Fig. 1: pin map
(2 px per um) Pins as bars across the die edge, other pins in gray.
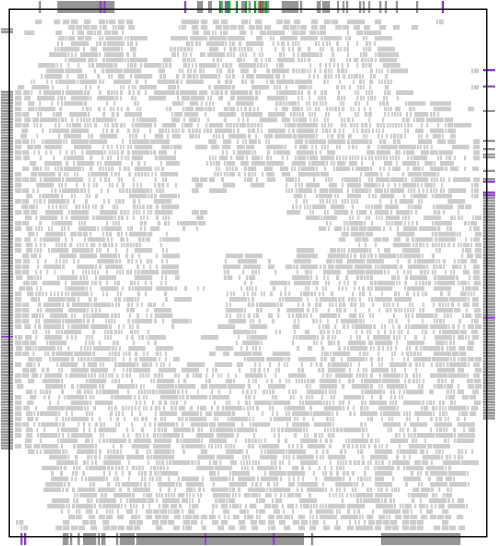
Fig. 2: sizing map
(2 px per um)
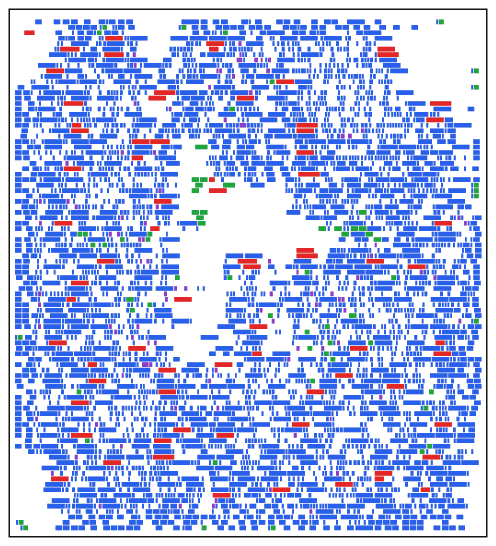
==> config.mk <==
export PLATFORM = sky130hd
export DESIGN_NAME = matrix_mult_sequencer
export DESIGN_NICKNAME = d
export VERILOG_FILES = /design/src/rtl/matrix_mult_sequencer.sv
export SDC_FILE = /design/constraint.sdc
export NUM_CORES = 1
export LEC_CHECK = 0
export ABC_AREA = 1
export CAP_MARGIN = 30
export CORE_AREA = 2 2 236 261
export DETAILED_ROUTE_END_ITERATION = 10
export DIE_AREA = 0 0 238 263
export GPL_TIMING_DRIVEN = 0
export PLACE_DENSITY = 0.69
export SLEW_MARGIN = 20
export SYNTH_ARGS = -nofsm -noshare
export SYNTH_HDL_FRONTEND = slang
export SYNTH_SLANG_ARGS = --single-unit
==> constraint.sdc <==
create_clock -name clk -period 8.8 [get_ports clk]
set_input_delay 1.76 -clock clk [delete_from_list [all_inputs] [get_ports clk]]
set_output_delay 1.76 -clock clk [all_outputs]
set_load 0.02 [all_outputs]
==> README.md <==
| Quantity | Value | Unit |
|---|---|---|
| Layout inverter count without the clock tree | 542 | - |
| Area share of the largest cell type after synthesis | 0.429 | - |
| Part of the Yosys area used for sequential elements | 0.429 | - |
| Max Clock Freq | 129 | MHz |
| First-pass GRT wire length | 144 | mm |
| Post-synthesis cell area | 26700 | um^2 |
| Number of antenna-violating nets in the routed design | 0 | - |
| Detailed-placement wirelength estimate | 73.7 | mm |
| Die Footprint | 62600 | um^2 |
| Compound-cell area share of the yosys netlist | 0.0766 | - |
| Dominant register cell in the synthesized netlist | dfrtp_1 | - |
| Top routing layer in use | met5 | - |
| Average vias per placed instance | 5.08 | - |
| XOR/XNOR share of the synthesized area | 0.00164 | - |
| Tightest hold margin | 0.468 | ns |
| Biggest combinational cell group after synthesis | simple AND/OR/NAND/NOR gates | - |
| Clock-pin slew on the worst setup and hold paths | 0.06 | ns |
| Endpoint kind of the worst setup timing path | register | - |
| Worst min-delay path category | reg -> reg | - |
| Outcome | finished, final reports clean | - |
| Core occupancy in the finished layout | 0.572 | - |
| CP Launch Type | register | - |
| First-pass DRT Iterations | 6 | - |
| Worst Skew | 0.0204 | ns |
| Final standard cell count with taps included and fillers excluded | 5070 | - |
| Most instantiated logic cells after routing | nand2_1 (1400), inv_1 (532), dfrtp_1 (458) | - |
| Area taken by flip-flops and latches | 11500 | um^2 |
| CP Max Fanout | 9 | - |
| Fraction of the cycle the final worst path needs | 0.882 | - |
| Diodes inserted | 9 | - |
| Ranking of synthesized cells by area | dfrtp_1 (43%), nand2_1 (20%), inv_1 (7.5%) | - |
| FF+latch count | 458 | - |
| Proportion of synthesized area in mux cells | 0 | - |
| Asr flop ratio synth | 1.00 | - |
| Placed Cells | 4973 | - |
| Most frequent cell after synthesis | nand2_1 | - |
| Simple-Gate Area Share | 0.302 | - |
| Sequential fraction of total cell area | 0.335 | - |
-- Fig. 1 (at the start) --
[`busy`] red | pins: 1 | direction: output | edge: top
[`res_col`] green | pins: 8 | direction: output | edge: top
[`cycle_cnt`] purple | pins: 16 | direction: output | edge: 6 right, 5 top, 4 bottom, 1 left
all pins by edge: 161 bottom, 134 left, 94 right, 82 top
Die Width: 238 um
Port Buffer Count: 454
Die Span Y: 263 um

-- Fig. 2 (at the start) --
[_6 and larger] red | cells: 74 | share: 1.7%
[_0 and _1 cells] blue | cells: 4055 | share: 94%
[_3 and _4 cells] green | cells: 67 | share: 1.6%
[_2 cells] purple | cells: 97 | share: 2.3%
Area growth syn-to-layout: 27.8%
post-route worst setup slack: 1.04 ns
count of buffers not belonging to the clock network in the layout: 644

